Figure 1. The metal 1 layer (run 1).
Scale: 3 px per um. Cells faint in the background.
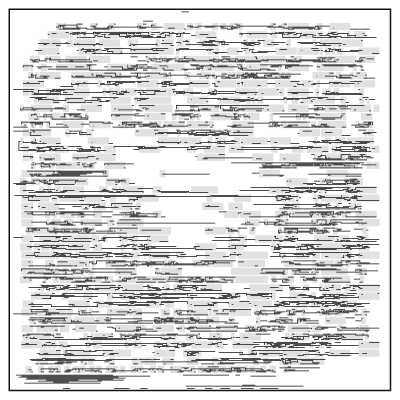
Figure 2. M2 wires (run 1).
Scale: 4 px per um.
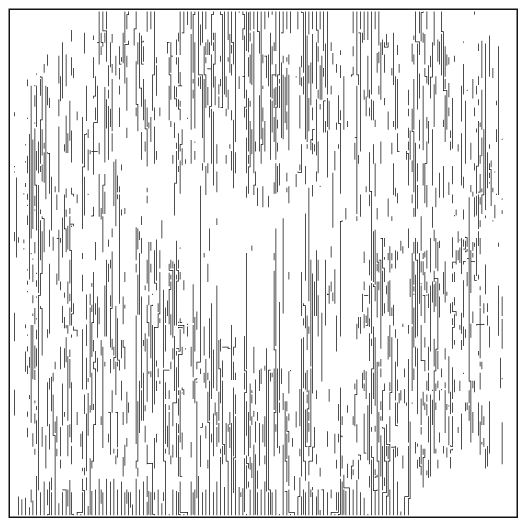
Figure 3. M3 wires (run 1).
Scale: 2 px per um. Cells faint in the background.
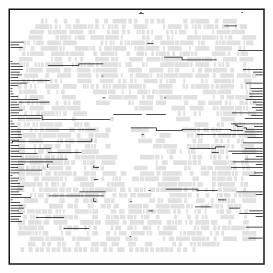
## src/rtl/mem_port_arbiter_pkg.sv

```systemverilog
// Shared types and constants for the unified instruction/data memory port.
// Defines the response source tag and the macro word-address width.
package mem_port_arbiter_pkg;

    localparam int MEM_ADDR_W = 22;
    localparam logic [31:0] NOP = 32'h00000013;

    typedef enum logic [1:0] {
        SRC_NONE  = 2'd0,
        SRC_DATA  = 2'd1,
        SRC_FETCH = 2'd2
    } mem_src_e;

endpackage

```

## src/rtl/mem_port_arbiter_fetch_line_buffer.sv

```systemverilog
// One-entry fetch buffer: filled from fetch responses, looked up combinationally, invalidated by data writes.
// Lookup is 0-cycle; fill and invalidate take effect at the next edge; never stalls.
module fetch_line_buffer
    import mem_port_arbiter_pkg::*;
#(
    parameter int ADDR_W = MEM_ADDR_W
) (
    input  logic              clk,
    input  logic              rst_n,
    input  logic              fill_en,
    input  logic [ADDR_W-1:0] fill_addr,
    input  logic [31:0]       fill_data,
    input  logic              wr_en,
    input  logic [ADDR_W-1:0] wr_addr,
    input  logic [ADDR_W-1:0] lookup_addr,
    output logic              hit,
    output logic [31:0]       hit_data
);

    logic              vld_q;
    logic [ADDR_W-1:0] addr_q;
    logic [31:0]       data_q;
    logic              wr_same;

    // A write to the buffered word must not be served as a hit in the same cycle.
    assign wr_same  = wr_en && (wr_addr == addr_q);
    assign hit      = vld_q && (addr_q == lookup_addr) && !wr_same;
    assign hit_data = data_q;

    always_ff @(posedge clk) begin
        if (!rst_n) begin
            vld_q  <= 1'b0;
            addr_q <= '0;
            data_q <= '0;
        end else if (fill_en) begin
            addr_q <= fill_addr;
            data_q <= fill_data;
            vld_q  <= !(wr_en && (wr_addr == fill_addr));
        end else if (wr_same) begin
            vld_q  <= 1'b0;
        end
    end

endmodule

```

## src/rtl/mem_port_arbiter.sv

```systemverilog
// Shares one single-port SRAM between the fetch port and the data port; data always wins.
// Responses 1 cycle after request; fetch stalls via inst_ready=0 unless the fetch buffer hits.
module mem_port_arbiter
    import mem_port_arbiter_pkg::*;
#(
    parameter int ADDR_W = MEM_ADDR_W,
    parameter int CNT_W  = 32
) (
    input  logic              clk,
    input  logic              rst_n,
    input  logic [31:0]       inst_addr,
    output logic [31:0]       instruction,
    output logic              inst_ready,
    input  logic              sram_cen,
    input  logic              sram_wen,
    input  logic [3:0]        sram_ben,
    input  logic [31:0]       sram_addr,
    input  logic [31:0]       sram_din,
    output logic [31:0]       sram_dout,
    output logic              mem_cen,
    output logic              mem_wen,
    output logic [3:0]        mem_ben,
    output logic [ADDR_W-1:0] mem_addr,
    output logic [31:0]       mem_din,
    input  logic [31:0]       mem_dout,
    output logic [CNT_W-1:0]  stall_count
);

    logic [ADDR_W-1:0] inst_word;
    logic [ADDR_W-1:0] data_word;
    logic              data_req;
    logic              data_wr;

    mem_src_e          src_q;
    logic [ADDR_W-1:0] fetch_addr_q;
    logic              hit_q;
    logic [31:0]       hit_data_q;
    logic [31:0]       instr_q;
    logic [CNT_W-1:0]  stall_q;

    logic              buf_hit;
    logic [31:0]       buf_data;
    logic              stall;
    logic              unused_addr_bits;

    assign inst_word        = inst_addr[ADDR_W+1:2];
    assign data_word        = sram_addr[ADDR_W+1:2];
    assign unused_addr_bits = ^{inst_addr[31:ADDR_W+2], inst_addr[1:0],
                                sram_addr[31:ADDR_W+2], sram_addr[1:0]};
    assign data_req         = !sram_cen;
    assign data_wr          = data_req && !sram_wen && (sram_ben != 4'hF);

    always_comb begin
        mem_cen  = 1'b0;
        mem_wen  = 1'b1;
        mem_ben  = 4'b0000;
        mem_addr = inst_word;
        mem_din  = '0;
        if (!rst_n) begin
            mem_cen = 1'b1;
        end else if (data_req) begin
            mem_wen  = sram_wen;
            mem_ben  = sram_ben;
            mem_addr = data_word;
            mem_din  = sram_din;
        end
    end

    fetch_line_buffer #(
        .ADDR_W (ADDR_W)
    ) u_fetch_buf (
        .clk         (clk),
        .rst_n       (rst_n),
        .fill_en     (src_q == SRC_FETCH),
        .fill_addr   (fetch_addr_q),
        .fill_data   (mem_dout),
        .wr_en       (data_wr),
        .wr_addr     (data_word),
        .lookup_addr (inst_word),
        .hit         (buf_hit),
        .hit_data    (buf_data)
    );

    // Reset is honoured combinationally so responses are quiet as soon as rst_n drops.
    always_comb begin
        instruction = instr_q;
        inst_ready  = 1'b0;
        sram_dout   = '0;
        if (!rst_n) begin
            instruction = NOP;
        end else begin
            if (src_q == SRC_DATA)
                sram_dout = mem_dout;
            if (src_q == SRC_FETCH) begin
                instruction = mem_dout;
                inst_ready  = 1'b1;
            end else if (src_q == SRC_DATA && hit_q) begin
                instruction = hit_data_q;
                inst_ready  = 1'b1;
            end
        end
    end

    // The first cycle after reset answers no request, so it is not a stall.
    assign stall       = (src_q != SRC_NONE) && !inst_ready;
    assign stall_count = stall_q;

    always_ff @(posedge clk) begin
        if (!rst_n) begin
            src_q        <= SRC_NONE;
            fetch_addr_q <= '0;
            hit_q        <= 1'b0;
            hit_data_q   <= '0;
            instr_q      <= NOP;
            stall_q      <= '0;
        end else begin
            src_q        <= data_req ? SRC_DATA : SRC_FETCH;
            fetch_addr_q <= inst_word;
            hit_q        <= data_req && buf_hit;
            hit_data_q   <= buf_data;
            instr_q      <= instruction;
            if (stall && (stall_q != {CNT_W{1'b1}}))
                stall_q <= stall_q + 1'b1;
        end
    end

endmodule

```

## config.mk

```make
export PLATFORM = sky130hd
export DESIGN_NAME = mem_port_arbiter
export DESIGN_NICKNAME = d
export VERILOG_FILES = /design/src/rtl/mem_port_arbiter_pkg.sv /design/src/rtl/mem_port_arbiter_fetch_line_buffer.sv /design/src/rtl/mem_port_arbiter.sv
export SDC_FILE = /design/constraint.sdc
export NUM_CORES = 1
export LEC_CHECK = 0
export CAP_MARGIN = 5
export CORE_MARGIN = 3
export CORE_UTILIZATION = 55
export DETAILED_ROUTE_END_ITERATION = 8
export DONT_BUFFER_PORTS = 1
export GPL_TIMING_DRIVEN = 0
export PLACE_DENSITY = 0.7
export REMOVE_ABC_BUFFERS = 1
export SETUP_SLACK_MARGIN = 0.2
export SYNTH_ARGS = -nofsm -noshare
export SYNTH_HDL_FRONTEND = slang
export SYNTH_SLANG_ARGS = --single-unit
```

## constraint.sdc

```tcl
create_clock -name clk -period 3.63 [get_ports clk]
set_clock_uncertainty 0.05 [all_clocks]
set_input_delay 0.9075 -clock clk [delete_from_list [all_inputs] [get_ports clk]]
set_output_delay 0.9075 -clock clk [all_outputs]
set_load 0.01 [all_outputs]
```

==> run summary, run 1 <==
cell total in the yosys stat output: 935
Power Total: 4200 uW
Max Root-Sink Buffers: 2
min cycle time layout: 3.27 ns
FF+latch area: 3520 um2
Total Neg Setup Slack: 0 ns
fillers: 1224
initial antenna violation count: 0
Ports: 293
Area leader share: 44.0%
WL/cell: 17.1 um
maximum vdd drop: 0.000320 V
final setup margin: 0.358 ns
layout cells sized above 1: 10.7%
Yosys chip area: 8000 um2
Post-Place Setup Slack: 0.216 ns
tool warnings: 46
Rel. slew slack: 40.7%
top cells by count: dfxtp_1, nand2_1, a21oi_1
total power divided by cell area: 479 nW/um2
Synth Warn #: 0
first-pass GRT wire length: 29700 um
final hold viol count: 0
maxcap violations: 0
final routed DRC violation total: 0
met3 Resource Use GR: 5.98%
Comb area: 4270 um2
chip area: 16000 um2
CTS tree: built
hold crit path type: reg -> reg
outcome: finished, final reports clean
critical path fanouts, max: 29
Top Usage Layer GRT: met2
power share of the combinational group: 7.7%
largest area contributor in the netlist: dfxtp_1
Final Wtd Congestion: 0.824
total setup buffers inserted after CTS: 0
Clock power frac: 44.1%
largest net degree at the start of global routing: 84
Non-Filler Instances: 1102
Int Pwr: 3240 uW
Total Nets Final: 1045
CP required: 2.67 ns
Root Buffer: clkbuf_16
fmax: 306 MHz
-- Figure 1 (at the start) --
The wires run mostly horizontal. The layer carries 8340 um of wire. The longest straight run is 48.8 um.

-- Figure 2 (at the start) --
The layer holds 48% of the routed length. The wires run mostly vertical. The longest straight run is 48.6 um. 862 nets have wire on it. The layer carries 9030 um of wire.
GRT met2 Usage: 37.0%
via count: 6282
total routed wirelength: 18800 um

-- Figure 3 (at the start) --
119 nets have wire on it. The longest straight run is 42.1 um.

-- run 1: cell families after synthesis --
kind of cell,Yosys count,share of synthesized area [%]
and+or+nand+nor,396,25.7
AOI/OAI and AO/OA,176,11.7
DFF,176,44.0
xor gates and xnor gates,69,7.55
buffers and inverters,61,3.03
muxes,56,7.80
adders and majority gates,1,0.156
-- run 1: power groups by stage --
stage	registers (uW)	clock network (uW)	logic, uW
5_1_grt	2030	1970	358
6_report	2030	1850	323
2_1_floorplan	2060	0	253
3_5_place_dp	2070	0	325
3_3_place_gp	2070	0	310
4_1_cts	2030	1890	326
-- run 1: cell usage in the layout, fill, tap and decap left out, types with 6 or more instances in the layout --
| cell | instances |
|---|---|
| o21ai_0 | 20 |
| dfxtp_1 | 176 |
| mux2_2 | 51 |
| xor2_1 | 48 |
| inv_1 | 6 |
| xnor2_1 | 21 |
| nand2_1 | 164 |
| nor4_1 | 15 |
| nor3_1 | 8 |
| or3_1 | 20 |
| a21oi_1 | 137 |
| nand3_1 | 13 |
| nor2_1 | 9 |
| nand4_1 | 18 |
| clkbuf_16 | 17 |
| and2_1 | 124 |
| and4_1 | 6 |
-- run 1: state kept, by name (all words and copies together), names as in the netlist --
name and flops:
hit_q 1, hit_data_q 32, fetch_addr_q 22, u_fetch_buf.vld_q 1, instr_q 32, src_q 2
stall_count 32, u_fetch_buf.addr_q 22, u_fetch_buf.hit_data 32
-- run 1: per-stage QoR --
step	utilization, %	hold WS, ns
floorplan	-	0.380
global placement	57.1	0.383
detailed placement	58.2	0.388
CTS	62.5	0.401
global route	62.5	0.414
finish	62.6	0.399
-- run 1: path summary, 6_finish.rpt --
path,from,end,slack (ns),cells past startpoint
worst max register to register,stall_count[0],stall_count[3],1.04,6
worst max-delay path,src_q[1],instruction[20],0.36,4
worst min-delay path,u_fetch_buf.hit_data[20],u_fetch_buf.hit_data[20],0.40,2
worst min register to register,u_fetch_buf.hit_data[20],u_fetch_buf.hit_data[20],0.40,2
-- run 1: what timing repair did --
action,CTS,global route
gates resized,0,1
hold buffers,0,0
endpoints found under the setup margin,0,23
-- run 1: layer usage --
layer  part of all wire, %  vias up
li1                      -     3131
met1                    44     2961
met2                    48      174
met3                   6.3       16
met4                   1.3        0
met5                     0        -
-- run 1: critical path, cell delays in order, from the launching register on --
cell and delay [ns]:
dfxtp_1 0.50, nor2b_4 0.71, buf_12 0.27, nand2_1 0.12
a21oi_1 0.28
-- run 1: layout make-up --
cell class | instances | area share [%]
multi-input combinational | 698 | 48.6
clock inverter | 10 | 1.54
timing repair buffer | 7 | 1.51
inverter | 8 | 0.370
sequential | 176 | 40.1
antenna | 1 | 0.0285
tap | 180 | 2.56
clock buffer | 22 | 5.28
==> run 2: changes to the inputs <==
- CORE_UTILIZATION: 55 -> 49
- GPL_ROUTABILITY_DRIVEN: default -> 0
- PLACE_DENSITY: 0.7 -> default
- SYNTH_HIERARCHICAL: default -> 1
Figure 4. The metal 1 layer (run 2).
Scale: 3 px per um. Cells faint in the background.
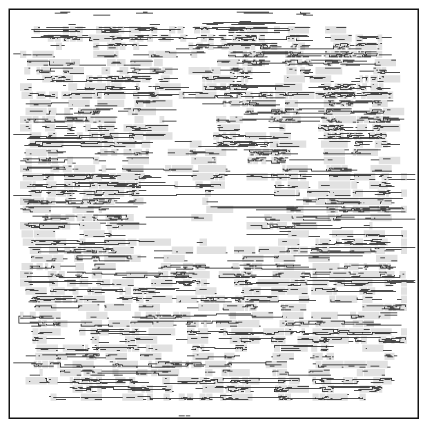
905 nets have wire on it. The layer carries 8290 um of wire. The longest straight run is 43.7 um. The wires run mostly horizontal.
GR Layer Usage met1: 25.1%
total routed wirelength: 19400 um
via count: 6151

Figure 5. Track usage over the die (run 2).
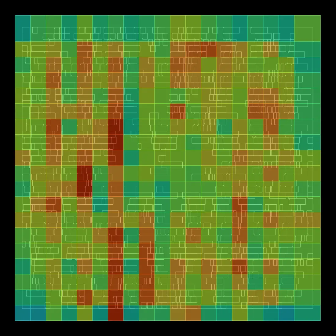
total track usage: 20.3%
Final Util: 55.6%
met3 Resource Use GR: 5.33%
WL/cell: 17.9 um

==> run 2 against run 1 <==
  * Via count decreased by 2.1%
  * Total power increased by 1.6%
  * Combinational power increased by 11%
  * Area after synthesis increased by 3.3%
  * Clock power about the same
  * Non-clock buffer count decreased by 2
  * Critical path type unchanged
==> run summary, run 2 <==
maxcap violations: 0 (unchanged)
Synth Warn #: 6 (was 0)
total power divided by cell area: 475 nW/um2 (was 479 nW/um2)
top cells by count: dfxtp_1, and2_1, mux2i_1 (was dfxtp_1, nand2_1, a21oi_1)
CTS tree: built (unchanged)
Post-Place Setup Slack: 0.407 ns (was 0.216 ns)
chip area: 18500 um2 (was 16000 um2)
Area leader share: 42.7% (was 44.0%)
Top Family by Delay on Critical Path: simple AND/OR/NAND/NOR gates (unchanged)
Non-Filler Instances: 1083 (was 1102)
total setup buffers inserted after CTS: 1 (was 0)
final hold viol count: 0 (unchanged)
Buf+Inv Stages, Crit Path: 0 (was 1)
FF-to-FF Start: src_q[1] (was stall_count[0])
Yosys chip area: 8260 um2 (was 8000 um2)
crit end category: output port (unchanged)
arrival time worst endpoint: 2.33 ns (was 2.31 ns)
CP required: 2.67 ns (about the same)
final routed DRC violation total: 0 (unchanged)
Root Buffer: clkbuf_16 (unchanged)
Top Usage Layer GRT: met2 (unchanged)
Iteration-0 DRC Markers: 254 (was 404)
outcome: finished, final reports clean (unchanged)
Reg clk slew, reported paths: 0.07 ns (was 0.06 ns)
hold crit path type: reg -> reg (unchanged)
min cycle time layout: 3.28 ns (was 3.27 ns)
largest net degree at the start of global routing: 96 (was 84)
Flops after synth: 176 (unchanged)
area of the core: 16200 um2 (was 14000 um2)
Total Nets Final: 992 (was 1045)
cts hold-fix bufs: 0 (unchanged)
Max Root-Sink Buffers: 2 (unchanged)
Setup-failing EPs final: 0 (unchanged)
Rel. slew slack: 26.9% (was 40.7%)
Worst Setup Path Type: reg -> out (unchanged)
vias in the first global route: 5921 (was 5876)
tool warnings: 45 (was 46)
post_cts resized: 0 (unchanged)
Initial DRT Pass Iterations: 4 (unchanged)
layout cells sized above 1: 7.73% (was 10.7%)
maximum vdd drop: 0.000319 V (was 0.000320 V)
critical path fanouts, max: 95 (was 29)
antenna diode count: 0 (was 1)
Power Total: 4270 uW (was 4200 uW)
final setup margin: 0.346 ns (was 0.358 ns)
hold path start: u_fetch_buf/hit_data[26] (was u_fetch_buf.hit_data[20])
most common logic cells in the final layout: dfxtp_1, and2_1, mux2i_1, nor2_1, a211oi_1 (was dfxtp_1, nand2_1, a21oi_1, and2_1, mux2_2)
syn avg cell area: 9.27 um2 (was 8.56 um2)
GRT met2 Usage: 34.3% (was 37.0%)
fmax: 304 MHz (was 306 MHz)
largest area contributor in the netlist: dfxtp_1 (unchanged)
Cell Chain, Critical Path: nand2b_4 > nor2_1 > a211oi_1 (was nor2b_4 > buf_12 > nand2_1 > a21oi_1)
register share after synthesis: 42.7% (was 44.0%)
crit path launch: src_q[0] (was src_q[1])
Worst path slowest cell: nand2b_4 (was nor2b_4)
first-pass GRT wire length: 30100 um (was 29700 um)
Commonest Layout Cell: dfxtp_1 (unchanged)
most used flip-flop cell: dfxtp_1 (unchanged)
cell total in the yosys stat output: 891 (was 935)
initial antenna violation count: 0 (unchanged)
Slew Viols, Final: 0 (unchanged)
slowest stage delay, CP: 0.76 ns (was 0.71 ns)
Ports: 293 (unchanged)
Port Buffers: 0 (unchanged)
run 2: stage by stage:
stage,util (%),TNS [ns],hold slack (ns)
CTS,55.6,0,0.408
finish,55.6,0,0.405
global route,55.6,0,0.416
floorplan,-,-127.21,0.384
detailed placement,51.9,0,0.394
global placement,51.2,-359.62,0.388
run 2: area by class of cell:
type,count,area [um2]
Clock buffer,19,443
Clock inverter,12,155
Fill cell,1447,7180
Inverter,8,35.0
Multi-Input combinational cell,647,4480
Sequential cell,176,3520
Tap cell,216,270
Timing Repair Buffer,5,90.1
run 2: where the power goes:
group	internal [uW]	switching [uW]	leakage (uW)
Combinational	151	207	0.00171
Sequential	2000	36.3	0.00144
Clock	1100	769	0.000290
run 2: cell families (layout without fill, tap and decap cells):
kind of cell,Yosys count,count (layout),share of synthesized area (%)
simple gates,352,352,22.9
flops,176,176,42.7
mux,118,118,14.6
compound gates,110,110,9.30
buf+inv,68,44,3.32
xor+xnor,66,66,7.00
fa+ha+maj,1,1,0.151
run 2: final timing paths:
kind	slack, ns	to	cells after the start
min	0.40	hit_data_q[26]	1
max	0.35	instruction[14]	3
min reg2reg	0.40	hit_data_q[26]	1
max reg2reg	0.96	u_fetch_buf/vld_q	6
run 2: layer usage:
metal	wire length, um	share of wire, %	vias up
met3	1280	6.6	26
met2	9450	49	199
met4	408	2.1	0
met1	8290	43	2901
met5	0	0	-
li1	-	-	3025
No activity file was given, so power comes from the tool's default toggle rates.
